File: config.mk
export PLATFORM = sky130hd
export DESIGN_NAME = morra_match_driver_flat
export DESIGN_NICKNAME = d
export VERILOG_FILES = /design/src/rtl/morra_match_if.sv /design/src/rtl/morra_match_driver.sv /design/src/flat_wrapper.sv
export SDC_FILE = /design/constraint.sdc
export NUM_CORES = 1
export LEC_CHECK = 0
export CAP_MARGIN = 40
export CORE_AREA = 5 5 55 105
export DETAILED_ROUTE_END_ITERATION = 7
export DIE_AREA = 0 0 60 110
export GPL_TIMING_DRIVEN = 0
export PLACE_DENSITY = 0.82
export SLEW_MARGIN = 30
export SYNTH_ARGS = -nofsm -noshare
export SYNTH_HDL_FRONTEND = slang
export SYNTH_SLANG_ARGS = --single-unit
export TNS_END_PERCENT = 1
File: constraint.sdc
create_clock -name clk -period 2.91 [get_ports clk]
set_input_delay 0.582 -clock clk [delete_from_list [all_inputs] [get_ports clk]]
set_output_delay 0.582 -clock clk [all_outputs]
set_load 0.02 [all_outputs]
File: src/rtl/morra_match_if.sv
// Bus between the Morra match driver, its controller and the game block.
// The master side is the driver; the slave side is the game/controller.
interface morra_match_if;
    logic       go;
    logic [3:0] cfg_rounds;
    logic       START;
    logic [1:0] P1;
    logic [1:0] P2;
    logic [1:0] ROUND;
    logic [1:0] GAME;
    logic       busy;
    logic       done;
    logic [1:0] result;
    logic [4:0] p1_wins;
    logic [4:0] p2_wins;
    logic [4:0] draws;
    logic       err;
    logic [1:0] err_code;

    modport master (
        input  go, cfg_rounds, ROUND, GAME,
        output START, P1, P2, busy, done, result,
               p1_wins, p2_wins, draws, err, err_code
    );

    modport slave (
        output go, cfg_rounds, ROUND, GAME,
        input  START, P1, P2, busy, done, result,
               p1_wins, p2_wins, draws, err, err_code
    );
endinterface

File: src/rtl/morra_match_driver.sv
// Two-player LFSR initiator for the Morra Cinese game block: starts a match,
// plays legal moves every other cycle and tallies the round results.
module morra_match_driver #(
    parameter logic [7:0] P1_SEED    = 8'hA5,
    parameter logic [7:0] P2_SEED    = 8'h3C,
    parameter int         MAX_ROUNDS = 31
) (
    input  logic          clk,
    input  logic          rst_n,
    morra_match_if.master bus
);

    typedef enum logic [2:0] {IDLE, STRT, MOVE, CHECK, DONE, ERR} state_t;

    // An all-zero seed would lock the LFSR.
    localparam logic [7:0] SEED1 = (P1_SEED == 8'h00) ? 8'h01 : P1_SEED;
    localparam logic [7:0] SEED2 = (P2_SEED == 8'h00) ? 8'h01 : P2_SEED;
    localparam logic [4:0] MAXR  = 5'(MAX_ROUNDS);

    state_t     state, state_nxt;
    logic [7:0] lfsr1, lfsr2;
    logic [1:0] forbid1, forbid2, last1, last2, mv1, mv2;
    logic [4:0] chk_cnt, p1w, p2w, drw;
    logic       done_r, err_r;
    logic [1:0] code_r, res_r;
    logic       start_o;
    logic [1:0] p1_o, p2_o;
    logic       accept_go, last_chk;

    function automatic logic [7:0] lfsr_step(input logic [7:0] l);
        return {l[6:0], l[7] ^ l[5] ^ l[4] ^ l[3]};
    endfunction

    function automatic logic [1:0] pick_move(input logic [7:0] l, input logic [1:0] forbid);
        logic [1:0] m;
        m = l[1:0];
        if (m == 2'b00) m = l[3:2];
        if (m == 2'b00) m = 2'b01;
        if (m == forbid) m = (m == 2'b11) ? 2'b01 : m + 2'b01;
        return m;
    endfunction

    function automatic logic [4:0] sat_inc(input logic [4:0] c);
        return (c == 5'd31) ? c : c + 5'd1;
    endfunction

    assign mv1       = pick_move(lfsr1, forbid1);
    assign mv2       = pick_move(lfsr2, forbid2);
    assign accept_go = bus.go && (state == IDLE || state == DONE || state == ERR);
    assign last_chk  = (chk_cnt + 5'd1) == MAXR;

    always_ff @(posedge clk or negedge rst_n) begin
        if (!rst_n) state <= IDLE;
        else        state <= state_nxt;
    end

    always_comb begin
        state_nxt = state;
        start_o   = 1'b0;
        p1_o      = 2'b00;
        p2_o      = 2'b00;
        case (state)
            IDLE, DONE, ERR: if (bus.go) state_nxt = STRT;
            STRT: begin
                start_o   = 1'b1;
                p1_o      = bus.cfg_rounds[3:2];
                p2_o      = bus.cfg_rounds[1:0];
                state_nxt = MOVE;
            end
            MOVE: begin
                p1_o      = mv1;
                p2_o      = mv2;
                state_nxt = CHECK;
            end
            CHECK: begin
                // A void round wins over a finished game or a timeout.
                if (bus.ROUND == 2'b00)     state_nxt = ERR;
                else if (bus.GAME != 2'b00) state_nxt = DONE;
                else if (last_chk)          state_nxt = ERR;
                else                        state_nxt = MOVE;
            end
            default: state_nxt = IDLE;
        endcase
    end

    always_ff @(posedge clk or negedge rst_n) begin
        if (!rst_n) begin
            lfsr1   <= SEED1;
            lfsr2   <= SEED2;
            forbid1 <= 2'b00;
            forbid2 <= 2'b00;
            last1   <= 2'b00;
            last2   <= 2'b00;
            chk_cnt <= 5'd0;
            p1w     <= 5'd0;
            p2w     <= 5'd0;
            drw     <= 5'd0;
            done_r  <= 1'b0;
            err_r   <= 1'b0;
            code_r  <= 2'b00;
            res_r   <= 2'b00;
        end else if (accept_go) begin
            forbid1 <= 2'b00;
            forbid2 <= 2'b00;
            chk_cnt <= 5'd0;
            p1w     <= 5'd0;
            p2w     <= 5'd0;
            drw     <= 5'd0;
            done_r  <= 1'b0;
            err_r   <= 1'b0;
            code_r  <= 2'b00;
            res_r   <= 2'b00;
        end else if (state == MOVE) begin
            lfsr1 <= lfsr_step(lfsr1);
            lfsr2 <= lfsr_step(lfsr2);
            last1 <= mv1;
            last2 <= mv2;
        end else if (state == CHECK) begin
            chk_cnt <= chk_cnt + 5'd1;
            case (bus.ROUND)
                2'b01: begin
                    p1w     <= sat_inc(p1w);
                    forbid1 <= last1;
                    forbid2 <= 2'b00;
                end
                2'b10: begin
                    p2w     <= sat_inc(p2w);
                    forbid2 <= last2;
                    forbid1 <= 2'b00;
                end
                2'b11: begin
                    drw     <= sat_inc(drw);
                    forbid1 <= 2'b00;
                    forbid2 <= 2'b00;
                end
                default: begin
                    err_r  <= 1'b1;
                    code_r <= 2'b01;
                end
            endcase
            if (bus.ROUND != 2'b00) begin
                if (bus.GAME != 2'b00) begin
                    res_r  <= bus.GAME;
                    done_r <= 1'b1;
                end else if (last_chk) begin
                    err_r  <= 1'b1;
                    code_r <= 2'b10;
                end
            end
        end
    end

    assign bus.START    = start_o;
    assign bus.P1       = p1_o;
    assign bus.P2       = p2_o;
    assign bus.busy     = (state == STRT) || (state == MOVE) || (state == CHECK);
    assign bus.done     = done_r;
    assign bus.result   = res_r;
    assign bus.p1_wins  = p1w;
    assign bus.p2_wins  = p2w;
    assign bus.draws    = drw;
    assign bus.err      = err_r;
    assign bus.err_code = code_r;

endmodule

File: src/flat_wrapper.sv
// flat-port wrapper written by rule: the top's interface ports become plain ports
module morra_match_driver_flat 
#(
    parameter logic [7:0] P1_SEED    = 8'hA5,
    parameter logic [7:0] P2_SEED    = 8'h3C,
    parameter int         MAX_ROUNDS = 31
)
  (clk, rst_n, bus_go, bus_cfg_rounds, bus_ROUND, bus_GAME, bus_START, bus_P1, bus_P2, bus_busy, bus_done, bus_result, bus_p1_wins, bus_p2_wins, bus_draws, bus_err, bus_err_code);
  morra_match_if bus_i ();
  input  logic clk;
  input  logic rst_n;
  input wire logic [$bits(bus_i.go)-1:0] bus_go;
  input wire logic [$bits(bus_i.cfg_rounds)-1:0] bus_cfg_rounds;
  input wire logic [$bits(bus_i.ROUND)-1:0] bus_ROUND;
  input wire logic [$bits(bus_i.GAME)-1:0] bus_GAME;
  output wire logic [$bits(bus_i.START)-1:0] bus_START;
  output wire logic [$bits(bus_i.P1)-1:0] bus_P1;
  output wire logic [$bits(bus_i.P2)-1:0] bus_P2;
  output wire logic [$bits(bus_i.busy)-1:0] bus_busy;
  output wire logic [$bits(bus_i.done)-1:0] bus_done;
  output wire logic [$bits(bus_i.result)-1:0] bus_result;
  output wire logic [$bits(bus_i.p1_wins)-1:0] bus_p1_wins;
  output wire logic [$bits(bus_i.p2_wins)-1:0] bus_p2_wins;
  output wire logic [$bits(bus_i.draws)-1:0] bus_draws;
  output wire logic [$bits(bus_i.err)-1:0] bus_err;
  output wire logic [$bits(bus_i.err_code)-1:0] bus_err_code;
  assign bus_i.go = bus_go;
  assign bus_i.cfg_rounds = bus_cfg_rounds;
  assign bus_i.ROUND = bus_ROUND;
  assign bus_i.GAME = bus_GAME;
  assign bus_START = bus_i.START;
  assign bus_P1 = bus_i.P1;
  assign bus_P2 = bus_i.P2;
  assign bus_busy = bus_i.busy;
  assign bus_done = bus_i.done;
  assign bus_result = bus_i.result;
  assign bus_p1_wins = bus_i.p1_wins;
  assign bus_p2_wins = bus_i.p2_wins;
  assign bus_draws = bus_i.draws;
  assign bus_err = bus_i.err;
  assign bus_err_code = bus_i.err_code;
  morra_match_driver #(.P1_SEED(P1_SEED), .P2_SEED(P2_SEED), .MAX_ROUNDS(MAX_ROUNDS)) u_core (.clk(clk), .rst_n(rst_n), .bus(bus_i));
endmodule
### Metal layers overlaid

(6 px per um) Only two layers are drawn.
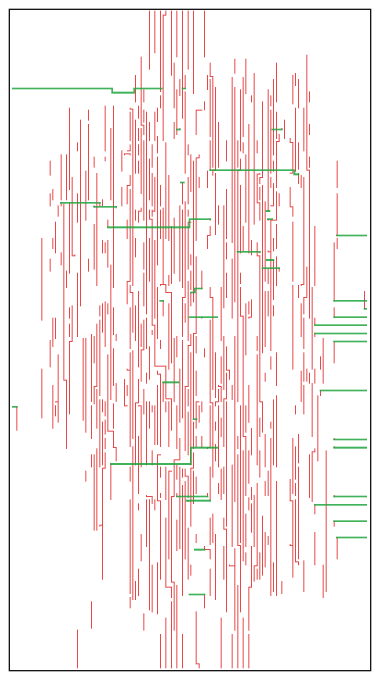
- metal 3: green (wire length 205 um)
- metal 2: red (wire length 3650 um)
final WL: 6320 um
DR WL/cell: 16.1 um
Total GRT Usage: 0.214

### Cell placement

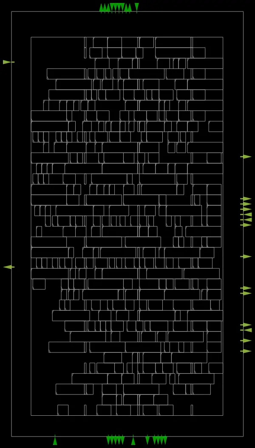
seq_cells: 53
Finished Core Util: 0.678
TAP cells: 57
Row Count: 36

### I/O nets highlighted

(3 px per um)
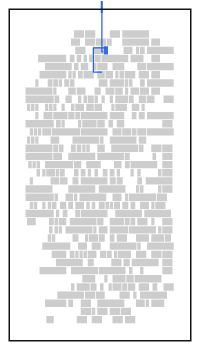
- bus_START: blue (bits 1; direction output; edge top; end cells 1; wire 29.3 um)

### Pin map

(6 px per um) Pins as bars across the die edge, other pins in gray.
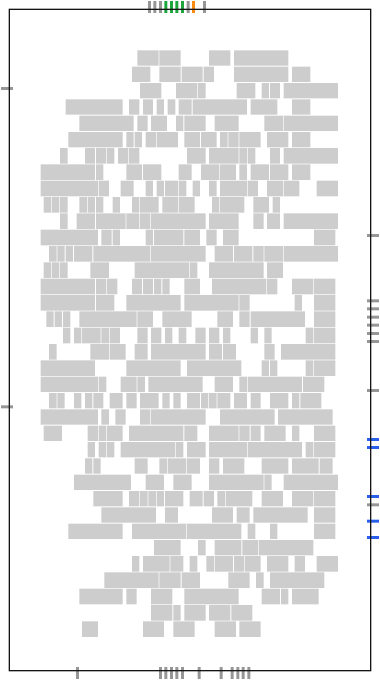
- bus_START: orange (pins 1; direction output; edge top)
- bus_p1_wins: blue (pins 5; direction output; edge right)
- bus_cfg_rounds: green (pins 4; direction input; edge top)
die y size: 110 um
Die Wd: 60 um
IO buf count: 37

### Cells by drive strength

(6 px per um)
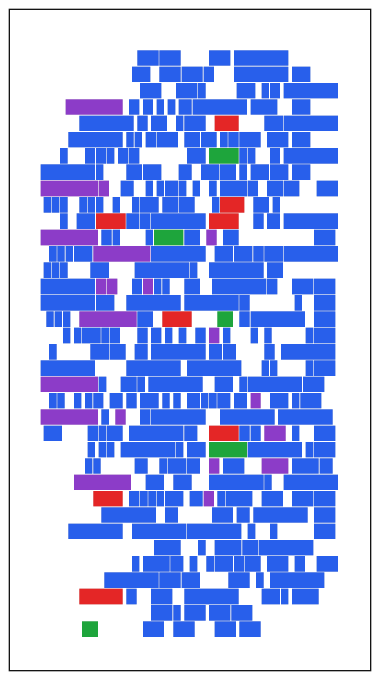
- _0 and _1 cells: blue (cells 302; share 90%)
- _3 and _4 cells: green (cells 5; share 1.5%)
- _6 and larger: red (cells 8; share 2.4%)
- _2 cells: purple (cells 20; share 6.0%)

==> impl_metrics.yaml <==
# physical design summary
status:
  status: "finished, final reports clean"
drt:
  highest_layer: "met4"
  dr.pass1.iters: 4
  m1WireLength_um: 2280
  drt_iter0_markers: 96
  final_antenna_net_count: 0
global_routing:
  grtUsageMet2: 0.398
  use_met1: 0.221
  grt_pass1_vias: 2371
  grt_max_degree: 45
  antenna_found_initial: 0
  busiest_layer: "met2"
power_and_ir_drop:
  comb-power_uw: 1150
  top_power_group: "combinational logic"
  powerDensity_mw_per_mm2: 786
logic_synthesis:
  edf_count: 0
  ff_type: "dfrtp_1"
  logic_family: "simple AND/OR/NAND/NOR gates"
  yosys.area.top_type: "dfrtp_1"
  synth_warnings: 0
  ys_top_cells_by_count: "nand2_1, dfrtp_1, nor2_1"
  ys_cells: 289
  ys_area_mm2: 0.00275
  ys_types: 45
  ys_async_sr_fraction: 1.00
  synth_cells: 289
  synth.mux.area_fraction: 0.0218
critical_path:
  arrival_ps: 2170
  r2r_cells: 7
  crit_required_ps: 2330
  path_max_fanout: 4
  regToRegEndpoint: "u_core.bus.p2_wins[3]$_DFFE_PN0P_"
  start_kind: "flop"
  end_kind: "primary output"
  path_cells: "inv_1, a211oi_1, o31ai_1, a21oi_1, clkdlybuf4s50_1"
final_timing:
  period_needed_ps: 2750
  relSlewSlack: 0.624
  worst_pin_slew_ps: 563
  setup_ws_ps: 158
  max_freq_mhz: 363
  setup_violations: 0
  worst_clock_skew_ps: 12.2
worst_hold_path:
  min_path_type: "in2async"
final_layout:
  inv_count: 3
  regArea_mm2: 0.00134
  fin_area_mm2: 0.00330
placement:
  post-place-cells: 384
  dp_slack_ps: 80.4
floorplanning:
  io_pins: 38
